Fig. 1: run 1, track usage over the die
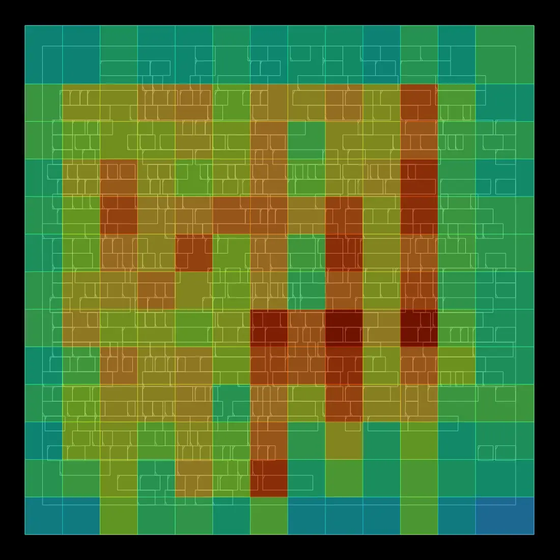
Fig. 2: run 1, routed metal, one colour a layer
(4 px per um) Only two layers are drawn.
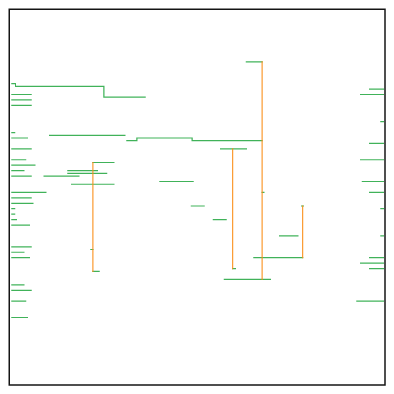
Fig. 3: run 1, metal 1
(6 px per um) Supply wires on this layer in grey.
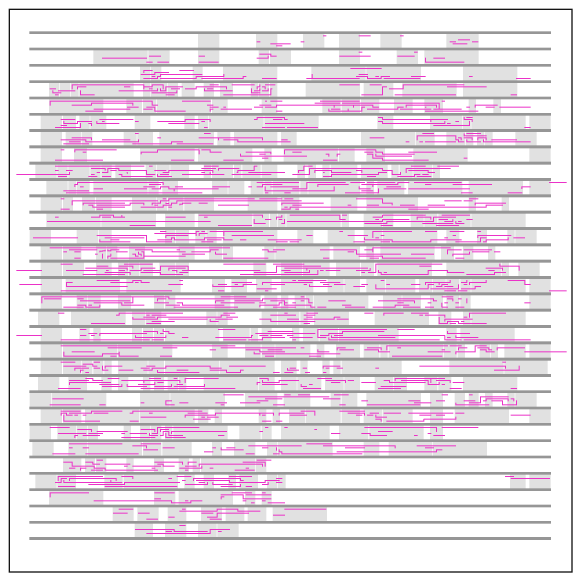
Fig. 4: run 1, where the registers sit
(4 px per um)
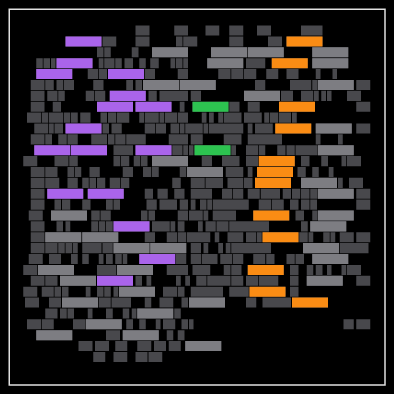
==> config.mk <==
export PLATFORM = sky130hd
export DESIGN_NAME = nibble_serial_csla_adder
export DESIGN_NICKNAME = d
export VERILOG_FILES = /design/src/rtl/nibble_serial_csla_adder.sv
export SDC_FILE = /design/constraint.sdc
export NUM_CORES = 1
export LEC_CHECK = 0
export CAP_MARGIN = 20
export CORE_MARGIN = 3
export CORE_UTILIZATION = 45
export DETAILED_ROUTE_END_ITERATION = 10
export PLACE_DENSITY = 0.72
export SYNTH_ARGS = -nofsm -noshare
export SYNTH_HDL_FRONTEND = slang
export SYNTH_HIERARCHICAL = 1
export SYNTH_SLANG_ARGS = --single-unit
export TNS_END_PERCENT = 20
==> constraint.sdc <==
create_clock -name clk -period 1.97 [get_ports clk]
set_input_delay 0.394 -clock clk [delete_from_list [all_inputs] [get_ports clk]]
set_output_delay 0.394 -clock clk [all_outputs]
set_load 0.01 [all_outputs]
==> src/rtl/nibble_serial_csla_adder.sv <==
// nibble_serial_csla_adder
//   Sequential WIDTH-bit adder. Operands are accepted with a valid/ready
//   handshake, then consumed one nibble per clock through a single 4-bit
//   carry-select slice. The result is presented with a second valid/ready
//   handshake.
//
//   Ports:
//     clk, rst            clock (rising edge), asynchronous active-high reset
//     start_valid/ready   operand handshake (ready only while IDLE)
//     a, b, cin           operands and carry into bit 0
//     done_valid/ready    result handshake
//     sum_out, cout       registered sum and carry out of bit WIDTH-1
//     ovf                 signed overflow flag (only with CSLA_OVF_FLAG_EN)
//
//   Optional feature macro: CSLA_OVF_FLAG_EN adds the ovf output.

// 4-bit carry-select slice: both carry hypotheses are summed in parallel
// and the real carry-in only drives the final select.
module csla_slice4 (
    input  logic [3:0] a,
    input  logic [3:0] b,
    input  logic       ci,
    output logic [4:0] s
);
    logic [4:0] s0;
    logic [4:0] s1;

    always_comb begin
        s0 = {1'b0, a} + {1'b0, b};
        s1 = {1'b0, a} + {1'b0, b} + 5'd1;
        s  = ci ? s1 : s0;
    end
endmodule

module nibble_serial_csla_adder #(
    parameter int WIDTH = 16
) (
    input  logic             clk,
    input  logic             rst,
    input  logic             start_valid,
    output logic             start_ready,
    input  logic [WIDTH-1:0] a,
    input  logic [WIDTH-1:0] b,
    input  logic             cin,
    output logic             done_valid,
    input  logic             done_ready,
    output logic [WIDTH-1:0] sum_out,
`ifdef CSLA_OVF_FLAG_EN
    output logic             ovf,
`endif
    output logic             cout
);
    localparam int NIB  = WIDTH / 4;
    localparam int IDXW = (NIB > 1) ? $clog2(NIB) : 1;
    localparam logic [IDXW-1:0] LAST = IDXW'(NIB - 1);

    generate
        if ((WIDTH % 4) != 0 || WIDTH < 8) begin : g_bad_width
            $error("nibble_serial_csla_adder: WIDTH must be a multiple of 4 and >= 8");
        end
    endgenerate

    typedef enum logic [1:0] {IDLE, RUN, DONE} state_t;

    state_t            state_q, state_d;
    logic [WIDTH-1:0]  a_sh_q, a_sh_d;
    logic [WIDTH-1:0]  b_sh_q, b_sh_d;
    logic [WIDTH-1:0]  partial_q, partial_d;
    logic [WIDTH-1:0]  sum_q, sum_d;
    logic              carry_q, carry_d;
    logic              cout_q, cout_d;
    logic              done_valid_q, done_valid_d;
    logic [IDXW-1:0]   idx_q, idx_d;
    logic [4:0]        nib;

    csla_slice4 u_slice (
        .a  (a_sh_q[3:0]),
        .b  (b_sh_q[3:0]),
        .ci (carry_q),
        .s  (nib)
    );

`ifdef CSLA_OVF_FLAG_EN
    logic ovf_q, ovf_d;
    // Carry into the top bit is recovered from the top-bit sum: c3 = a3^b3^s3.
    logic c_into_msb;
    assign c_into_msb = a_sh_q[3] ^ b_sh_q[3] ^ nib[3];
`endif

    always_comb begin
        state_d      = state_q;
        a_sh_d       = a_sh_q;
        b_sh_d       = b_sh_q;
        partial_d    = partial_q;
        sum_d        = sum_q;
        carry_d      = carry_q;
        cout_d       = cout_q;
        done_valid_d = done_valid_q;
        idx_d        = idx_q;
`ifdef CSLA_OVF_FLAG_EN
        ovf_d        = ovf_q;
`endif
        case (state_q)
            IDLE: begin
                if (start_valid) begin
                    a_sh_d  = a;
                    b_sh_d  = b;
                    carry_d = cin;
                    idx_d   = '0;
                    state_d = RUN;
                end
            end
            RUN: begin
                partial_d[{idx_q, 2'b00} +: 4] = nib[3:0];
                carry_d = nib[4];
                a_sh_d  = a_sh_q >> 4;
                b_sh_d  = b_sh_q >> 4;
                idx_d   = idx_q + 1'b1;
                if (idx_q == LAST) begin
                    // Publish including the nibble written this cycle.
                    sum_d        = partial_d;
                    cout_d       = nib[4];
                    done_valid_d = 1'b1;
`ifdef CSLA_OVF_FLAG_EN
                    ovf_d        = c_into_msb ^ nib[4];
`endif
                    state_d      = DONE;
                end
            end
            DONE: begin
                if (done_ready) begin
                    done_valid_d = 1'b0;
                    state_d      = IDLE;
                end
            end
            default: state_d = IDLE;
        endcase
    end

    always_ff @(posedge clk or posedge rst) begin
        if (rst) begin
            state_q      <= IDLE;
            a_sh_q       <= '0;
            b_sh_q       <= '0;
            partial_q    <= '0;
            sum_q        <= '0;
            carry_q      <= 1'b0;
            cout_q       <= 1'b0;
            done_valid_q <= 1'b0;
            idx_q        <= '0;
`ifdef CSLA_OVF_FLAG_EN
            ovf_q        <= 1'b0;
`endif
        end else begin
            state_q      <= state_d;
            a_sh_q       <= a_sh_d;
            b_sh_q       <= b_sh_d;
            partial_q    <= partial_d;
            sum_q        <= sum_d;
            carry_q      <= carry_d;
            cout_q       <= cout_d;
            done_valid_q <= done_valid_d;
            idx_q        <= idx_d;
`ifdef CSLA_OVF_FLAG_EN
            ovf_q        <= ovf_d;
`endif
        end
    end

    assign start_ready = (state_q == IDLE);
    assign done_valid  = done_valid_q;
    assign sum_out     = sum_q;
    assign cout        = cout_q;
`ifdef CSLA_OVF_FLAG_EN
    assign ovf         = ovf_q;
`endif
endmodule

==> Changelog: implementation, run 1 <==
## Implementation

* PD cells at between 1500 and 2000 mW/mm2
* Register area at around 0.0017 mm2
* Post-route minimum period at 2.28 ns
* Flop+latch power at between 2 and 2.5 mW
* Status: finished, violations left
* Yosys chip area at 0.00345 mm2
* DR iter-0 viols at 100
* Final hold slack at 0.442 ns
* Synth flops at approximately 67
* Largest net degree at the start of global routing at 38
* Share of layout cells above drive strength 1 at 0.167
* Power Clock at 1.03 mW
* Period utilization at 1.16
* Top layer in use: met4
* Clk_lat worst skew at between 0.3 and 0.4 ns
* Final setup fails at 23
* Final setup margin at -0.314 ns
* Placer congestion estimate at about 0.82
* CP Launch Type: register
* FP Core Util at 0.470
* Post-layout util at 0.621
* Placed cell count at 504
* Area of the die at ~0.0087 mm2
* Crit path DRT at 2.21 ns
* Violated checks: setup timing
* Internal power at 4.24 mW
* Maximum clock frequency at 438 MHz
* Met2 Use GR at 0.319
* Worst-path cell chain: ha_2 > inv_2 > fa_2 > buf_4 > nor3_4 > xnor2_2 > xnor2_4 > buf_4 > a22o_1
* Non-Filler Instances at between 500 and 600
* Placed Area at ~0.0042 mm2
* Area Overhead vs Synth at 32.0%
About Fig. 1:
Top Usage Layer GRT: met2
met1 global-route usage: 0.245
GR Layer Usage met3: 0.0402
average wire per standard cell: 15.4 um
Total GRT Usage: 0.191

About Fig. 2:
legend:
  met3:
    colour: green
    wire_length: 331 um
  met4:
    colour: orange
    wire_length: 124 um

About Fig. 3:
share of all routed wire: 46%
nets with wire on the layer: 409
wire length on this layer: 3,670 um

About Fig. 4:
legend:
  b_sh_q:
    colour: purple
    sequential_cells: 16
  partial_q:
    colour: orange
    sequential_cells: 12
  idx_q:
    colour: green
    sequential_cells: 2
not coloured: 37

==> run 1: layout make-up <==
class,count,share of cell area
Multi-Input combinational cell,246,0.381
Timing Repair Buffer,84,0.175
Sequential cell,67,0.368
Clock inverter,6,0.00879
Tap cell,99,0.0272
Clock buffer,10,0.0302
Inverter,11,0.00989
==> run 1: kinds of logic after synthesis <==
family,count (synthesis),synth area share
compound gates,125,0.228
simple gates,104,0.179
flops,67,0.486
buf+inv,37,0.0493
fa+ha+maj,11,0.0421
xor+xnor,5,0.0127
mux,1,0.00290
==> run 1: timing repair <==
| action | 4_1_cts | 5_1_grt |
|---|---|---|
| resized | 9 | 11 |
| buffers inserted | 2 | 1 |
| setup endpoints to repair | 23 | 24 |
| pin swaps | 17 | 18 |
## Run 2: what changed since run 1
--- a/config.mk
+++ b/config.mk
@@ -5,7 +5,9 @@
 export SDC_FILE = /design/constraint.sdc
 export NUM_CORES = 1
 export LEC_CHECK = 0
+export ABC_AREA = 1
 export CAP_MARGIN = 20
+export CORE_ASPECT_RATIO = 1.2
 export CORE_MARGIN = 3
 export CORE_UTILIZATION = 45
 export DETAILED_ROUTE_END_ITERATION = 10
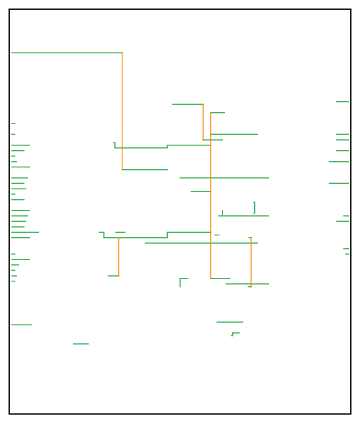
Fig. 5. Routed metal, one colour a layer (run 2).
(4 px per um) Only two layers are drawn.
legend:
  met3:
    colour: green
    wire_length: 330 um
  met4:
    colour: orange
    wire_length: 101 um

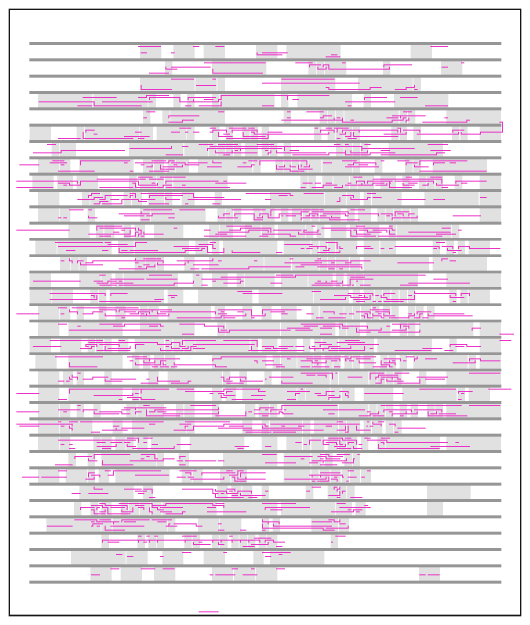
Fig. 6. Metal 1 (run 2).
(6 px per um) Supply wires on this layer in grey.
longest straight run: 26.2 um
main direction: horizontal
nets with wire on the layer: 495
share of all routed wire: 43%
wire length on this layer: 3,340 um

==> run 2 against run 1 <==
Against the previous run: the flow still finishes with violations (setup timing); cell count up 14%; die size down 2.1%; final area down 3.4%; worst setup slack better by 0.17 ns; fmax up 7.8%; worst hold slack better by 0.028 ns; global-route usage about the same; sequential share of layout area up 1.3 points; critical path depth up 4; clock power up 8%; register-to-register slack better by 0.17 ns; sequential power up 2%.
==> Changelog: implementation, run 2 <==
## Implementation

* Status: finished, violations left
* Violated checks: setup timing
* Largest net degree at the start of global routing at a little under 70
* Number of enable flip-flop cells at 0
* Met2 Use GR at 0.343
* Crit path DRT at ~2.3 ns
* CTS tree: built
* Final setup margin at -0.149 ns
* Yosys chip area at 0.00337 mm2
* Post-route minimum period at 2.12 ns
* Cell family with the largest share of critical-path delay: adder cells
* Switching part of the total at 0.439
* GR Layer Usage met3 at 0.0311
* Top Usage Layer GRT: met2
* Post-layout util at 0.623
* Flop+latch power at 2.34 mW
* Top layer in use: met4
* Area of the die at 0.00857 mm2
* Area Overhead vs Synth at 30.5%
* Post-Syn Nets at ~480
* Power Total at 8.01 mW
* Total GRT Usage at 0.191
* Placed Area at 0.00407 mm2
* RSZ-0062 raised after global routing: yes
* Vias/cell at between 5 and 6
* Placed cell count at 576
* Clk_lat worst skew at 0.34 ns
* Design area at 0.00440 mm2
* Post-Synthesis Cells at roughly 440
* PD cells at 1820 mW/mm2
* Period utilization at 1.08
* Maximum clock frequency at ~470 MHz
* Worst-path cell chain: ha_2 > inv_2 > fa_2 > inv_2 > ha_4 > nand2_4 > o21ai_4 > inv_1 > nor2_1 > nand3_1 > nand2_1 > nand2_1 > nand2_1
* FP Core Util at 0.477
* Power Clock at between 1 and 1.5 mW
* Fin. max-slew vios at 0
* Synth flops at about 67
* Htree depth at 3
* Met1 global-route usage at 0.221
* Share of layout cells above drive strength 1 at 0.137
* Placer congestion estimate at 0.842
* Final setup fails at 22
* RR Startpoint: a_sh_q[0]$_DFFE_PP0P_
* CP Launch Type: register
* DR iter-0 viols at 117
* CP Capture Type: register
* Non-Filler Instances at 597
* Internal power at 4.49 mW
* Crit-path most repeated cell: nand2_1
run 2: logic make-up after synthesis:
kind of cell	synth area share
AOI/OAI and AO/OA	0.0884
xor gates and xnor gates	0.00260
buffers and inverters	0.0620
adders and majority gates	0.0431
and+or+nand+nor	0.306
DFF	0.498
run 2: layout make-up:
type,instances,area [um2]
Clock buffer,11,141
Tap cell,87,109
Sequential cell,67,1680
Inverter,29,115
Clock inverter,3,40.0
Timing Repair Buffer,76,733
Fill cell,608,2660
Multi-Input combinational cell,324,1580
run 2: what timing repair did:
item,CTS,global route
setup buffers,4,3
gates resized,16,16
hold buffers,0,0
pin swaps,11,16
setup endpoints to repair,23,24
## Run 3: what changed since run 2
--- a/config.mk
+++ b/config.mk
@@ -16,4 +16,4 @@
 export SYNTH_HDL_FRONTEND = slang
 export SYNTH_HIERARCHICAL = 1
 export SYNTH_SLANG_ARGS = --single-unit
-export TNS_END_PERCENT = 20
+export TNS_END_PERCENT = 50
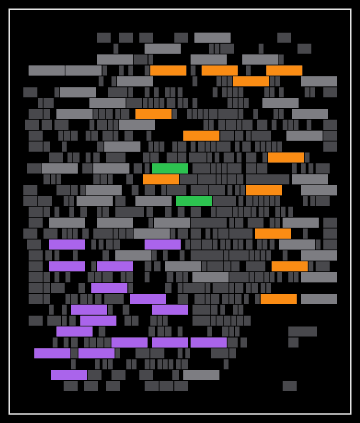
Fig. 7. Where the registers sit (run 3).
(4 px per um)
legend:
  b_sh_q:
    colour: purple
    sequential_cells: 16
  idx_q:
    colour: green
    sequential_cells: 2
  partial_q:
    colour: orange
    sequential_cells: 12

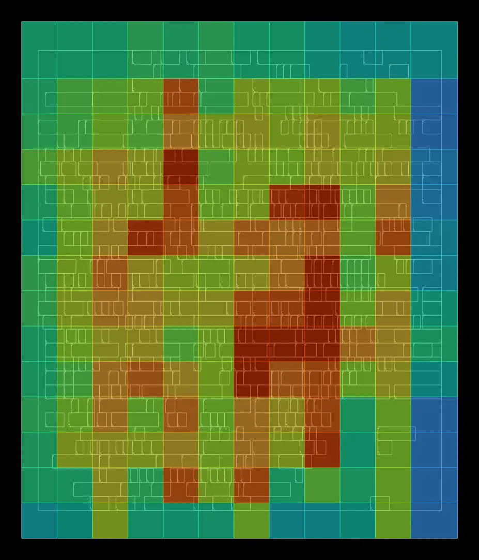
Fig. 8. Track usage over the die (run 3).
average wire per standard cell: 13.1 um
met2 Use GR: 0.343
met1 global-route usage: 0.222

==> run 3 against run 2 <==
Against the previous run: the run still ends with setup timing left; clock power is essentially flat; critical path depth is the same; worst setup slack gained 0.0036 ns; synthesized area is the same; fmax grew 0.17%; final area is the same; synthesized cell count is the same; count of clock-buffer cells in the layout is the same; utilization is the same; die size is the same; sequential share of layout area is the same.
==> Changelog: implementation, run 3 <==
## Implementation

* Crit-path most repeated cell: nand2_1
* Number of enable flip-flop cells at 0
* Comb area leader: simple AND/OR/NAND/NOR gates
* Top Usage Layer GRT: met2
* Violated checks: setup timing
* Yosys chip area at 0.00337 mm2
* Design area at 0.00440 mm2
* CP Launch Type: register
* Final hold slack at about 0.47 ns
* RSZ-0062 raised after global routing: yes
* Share of layout cells above drive strength 1 at 0.137
* FP Core Util at 0.477
* Post-route minimum period at 2.12 ns
* Final setup fails at 22
* Area Overhead vs Synth at 30.5%
* Power Total at 8.01 mW
* Area of the die at about 0.0086 mm2
* Synth flops at 67
* Cts hold-fix bufs at 0
* Htree depth at 3
* Basic Gates by Area at 0.306
* Cell family with the largest share of critical-path delay: adder cells
* Xor+xnor area frac at 0.00260
* Post-layout util at 0.623
* Largest net degree at the start of global routing at 68
* Status: finished, violations left
* Period utilization at 1.07
* Post-Synthesis Cells at 436
* DR iter-0 viols at 123
* Top layer in use: met4
* Worst-path cell chain: ha_2 > inv_2 > fa_2 > inv_2 > ha_4 > nand2_4 > o21ai_4 > nand2_2 > nor2_2 > nand2_1 > nand2_1 > nand2_1 > nand2_1
* Crit path DRT at 2.25 ns
* CTS tree: built
* Switching part of the total at 0.438
* Mux share at 0
* Placed Area at 0.00407 mm2
* Final setup margin at -0.146 ns
* GR Layer Usage met3 at 0.0311
* RR Startpoint: a_sh_q[0]$_DFFE_PP0P_
run 3: area by class of cell:
cell class / instances / area, um2 / share of cell area
sequential: 67 / 1680 / 0.381
multi-input combinational: 324 / 1580 / 0.360
timing repair buffer: 76 / 733 / 0.167
clock buffer: 11 / 141 / 0.0321
inverter: 29 / 115 / 0.0262
tap: 87 / 109 / 0.0248
clock inverter: 3 / 40.0 / 0.00910
run 3: kinds of logic after synthesis:
family | after synthesis
and+or+nand+nor | 254
adders and majority gates | 11
xor gates and xnor gates | 1
AOI/OAI and AO/OA | 58
DFF | 67
buffers and inverters | 45
run 3: repair_timing:
action                                  CTS  global route
pin swaps                                10            14
resized                                  16            16
setup buffers                             4             3
endpoints found under the setup margin   23            24
Power figures rest on the tool's default switching activity, not on a simulated workload.
